`src/rtl/uart_tx_fifo.sv`:
```
// uart_tx_fifo: 8N1 UART transmitter fed by a small circular FIFO.
// Bytes queue on wr_en and shift out LSB-first on tx.
module uart_tx_fifo #(
  parameter int CLKS_PER_BIT = 434,
  parameter int FIFO_DEPTH   = 4
) (
  input  logic       clk,
  input  logic       rst,
  input  logic       wr_en,
  input  logic [7:0] wr_data,
  input  logic       ovf_clr,
  output logic       full,
  output logic       empty,
  output logic       busy,
  output logic       overflow,
  output logic       tx
);
  localparam int AW = $clog2(FIFO_DEPTH);
  localparam int CW = $clog2(CLKS_PER_BIT);
  localparam logic [CW-1:0] BAUD_LAST = CW'(CLKS_PER_BIT - 1);
  localparam logic [AW:0] DEPTH = (AW+1)'(FIFO_DEPTH);

  typedef enum logic [1:0] {
    IDLE,
    START,
    DATA,
    STOP
  } state_t;

  state_t        state;
  logic [7:0]    mem [FIFO_DEPTH];
  logic [AW-1:0] wr_ptr;
  logic [AW-1:0] rd_ptr;
  logic [AW:0]   count;
  logic [CW-1:0] baud;
  logic [2:0]    bit_idx;
  logic [7:0]    shift;
  logic          push;
  logic          pop;
  logic          baud_done;

  assign full      = count == DEPTH;
  assign empty     = count == '0;
  assign busy      = (state != IDLE) || !empty;
  assign baud_done = baud == BAUD_LAST;
  assign push      = wr_en && !full;
  assign pop       = !empty &&
                     ((state == IDLE) ||
                      (state == STOP && baud_done));

  always_ff @(posedge clk) begin
    if (push) mem[wr_ptr] <= wr_data;
  end

  always_ff @(posedge clk) begin
    if (rst) begin
      wr_ptr   <= '0;
      rd_ptr   <= '0;
      count    <= '0;
      overflow <= 1'b0;
    end else begin
      if (push) wr_ptr <= wr_ptr + 1'b1;
      if (pop)  rd_ptr <= rd_ptr + 1'b1;
      if (push && !pop)
        count <= count + 1'b1;
      else if (pop && !push)
        count <= count - 1'b1;
      // a dropped write beats a simultaneous clear
      if (wr_en && full)
        overflow <= 1'b1;
      else if (ovf_clr)
        overflow <= 1'b0;
    end
  end

  always_ff @(posedge clk) begin
    if (rst) begin
      state   <= IDLE;
      tx      <= 1'b1;
      baud    <= '0;
      bit_idx <= '0;
      shift   <= '0;
    end else begin
      baud <= baud_done ? '0 : baud + 1'b1;
      unique case (state)
        IDLE: begin
          baud <= '0;
          if (pop) begin
            shift <= mem[rd_ptr];
            state <= START;
            tx    <= 1'b0;
          end
        end
        START: begin
          if (baud_done) begin
            state   <= DATA;
            bit_idx <= '0;
            tx      <= shift[0];
          end
        end
        DATA: begin
          if (baud_done) begin
            shift   <= {1'b0, shift[7:1]};
            bit_idx <= bit_idx + 1'b1;
            if (bit_idx == 3'd7) begin
              state <= STOP;
              tx    <= 1'b1;
            end else begin
              tx <= shift[1];
            end
          end
        end
        STOP: begin
          if (baud_done) begin
            // chain straight into the next start bit
            if (pop) begin
              shift <= mem[rd_ptr];
              state <= START;
              tx    <= 1'b0;
            end else begin
              state <= IDLE;
            end
          end
        end
        default: state <= IDLE;
      endcase
    end
  end
endmodule

```
`config.mk`:
```
export PLATFORM = sky130hd
export DESIGN_NAME = uart_tx_fifo
export DESIGN_NICKNAME = d
export VERILOG_FILES = /design/src/rtl/uart_tx_fifo.sv
export SDC_FILE = /design/constraint.sdc
export NUM_CORES = 1
export LEC_CHECK = 0
export CAP_MARGIN = 15
export CORE_ASPECT_RATIO = 1.5
export CORE_MARGIN = 3
export CORE_UTILIZATION = 45
export DETAILED_ROUTE_END_ITERATION = 8
export PLACE_DENSITY = 0.69
export SYNTH_ARGS = -nofsm -noshare
export SYNTH_HDL_FRONTEND = slang
export SYNTH_SLANG_ARGS = --single-unit
```
`constraint.sdc`:
```
create_clock -name clk -period 3.4 [get_ports clk]
set_clock_uncertainty 0.15 [all_clocks]
set_input_delay 0.51 -clock clk [delete_from_list [all_inputs] [get_ports clk]]
set_output_delay 0.51 -clock clk [all_outputs]
set_load 0.005 [all_outputs]
```
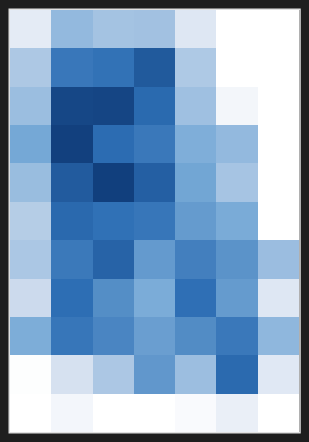
Fig. 1. Placement density heat map.
Scale: 4 px per µm. The die is cut into 7 by 11 equal tiles; white is low, dark blue is high, 0 to 100% covered.
fullest tile = 94%
densest ninth of the die = middle
mean over tiles = 43%

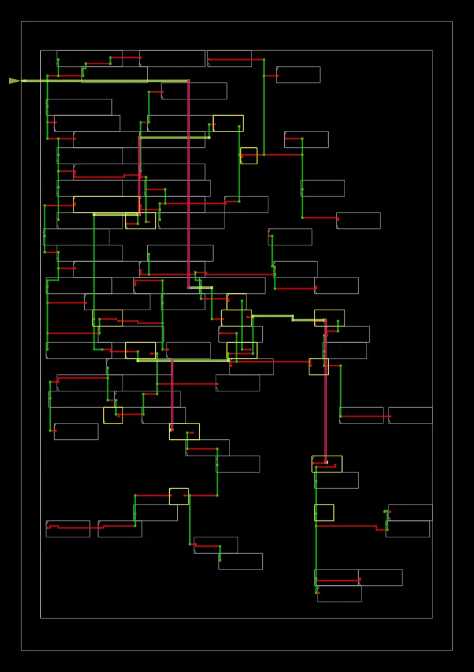
Fig. 2. The clock network.
count of clock buffers in the final design: 9
clock sink count: 65
Clock Latency Late Sink: 340 ps
final sequential cell count: 65

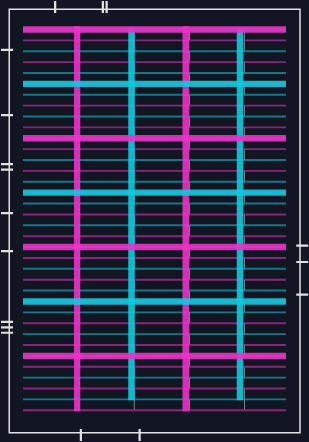
Fig. 3. PDN straps and rails.
Scale: 4 px per µm. Pins as bars on the die edge. Tap cells in gray.
VDD -> cyan
VSS -> magenta
met1 rails = 36
signal pins = 17
rows = 35
tap cells = 74
met4 straps = 4

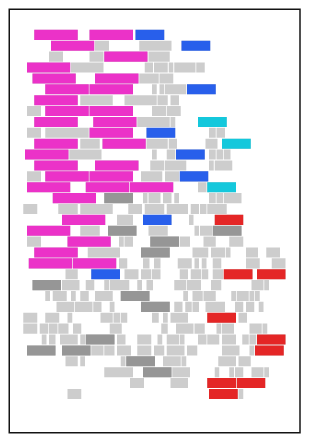
Fig. 4. Sequential cells colored by netlist name.
Scale: 4 px per µm.
baud -> red  # flops 9, where bottom right
mem -> magenta  # flops 32
shift -> blue  # flops 8
bit_idx -> cyan  # flops 3

==> impl_metrics.toml <==
# flow metrics
[status]
outcome = "finished clean"

[worst_setup_path]
crit_chain = "inv_1 -> ha_1 -> and4b_1 -> a31oi_1 -> nor2_1 -> inv_1 -> ha_1 -> inv_1 -> fa_1 -> xor2_1 -> or3_1 -> a21oi_1"
cp.buffers_inverters = 3
r2r_setup_slack_ps = 620
crit_type = "register to register"
worstReg2RegStart = "baud[1]"

[grt]
met1_usage_pct = 16.19
grt_start_max_net_pins = 19
grt.overflow.total = 0
top_usage_layer = "met2"
gr-usage-met2_pct = 24.32

[die]
taps = 74
coreArea_um2 = 6262

[power_and_ir_drop]
combinationalPower_w = 0.000756
p_clk_share_pct = 27.0
total_power_w = 0.002512
clock_net_power_w = 0.000677
p_seq_share_pct = 43.0

[timing]
worst_slack_ps = 623.2
drv_slew = 0
final.hold.worst_slack_ps = 324.0
timing.setup.tns_ps = 0
finalHoldViolCount = 0

[yosys]
synthTopLogicFamily = "multiplexers"
postSynthAreaPerCell_um2 = 12.53
synth_stat.cells = 237
yosys_area_um2 = 2970
synthDistinctLibCells = 46

[clocking]
numCtsBuffers = 9
cts-resized-gates = 0
post_cts.repair.setup_buffers = 0

[layout]
largest_registers = "mem: 32 flops, baud: 9 flops, shift: 8 flops"
mostFrequentLayoutCell = "dfxtp_1"
area_growth_pct = 14.53
final-clk-cell-share_pct = 6.032
layout_top_cells_excl_fill_tap = "33 x dfxtp_1, 32 x edfxtp_1, 28 x nor2_1, 16 x clkdlybuf4s50_1, 15 x ha_1"
comb_area_um2 = 1259
drive_above_1_share_pct = 15.33

[placed_design]
placed_cells_incl_taps = 319
dp.final_hpwl_um = 3477
placed_area_um2 = 3197
post-place-ws_ps = 649.0

[detailed_routing]
routed-via-count = 1828
first_iter_violations = 84
met3_length_um = 152
routedLengthMet1_um = 2095

[run]
number_of_warnings_in_the_stage_logs = 35
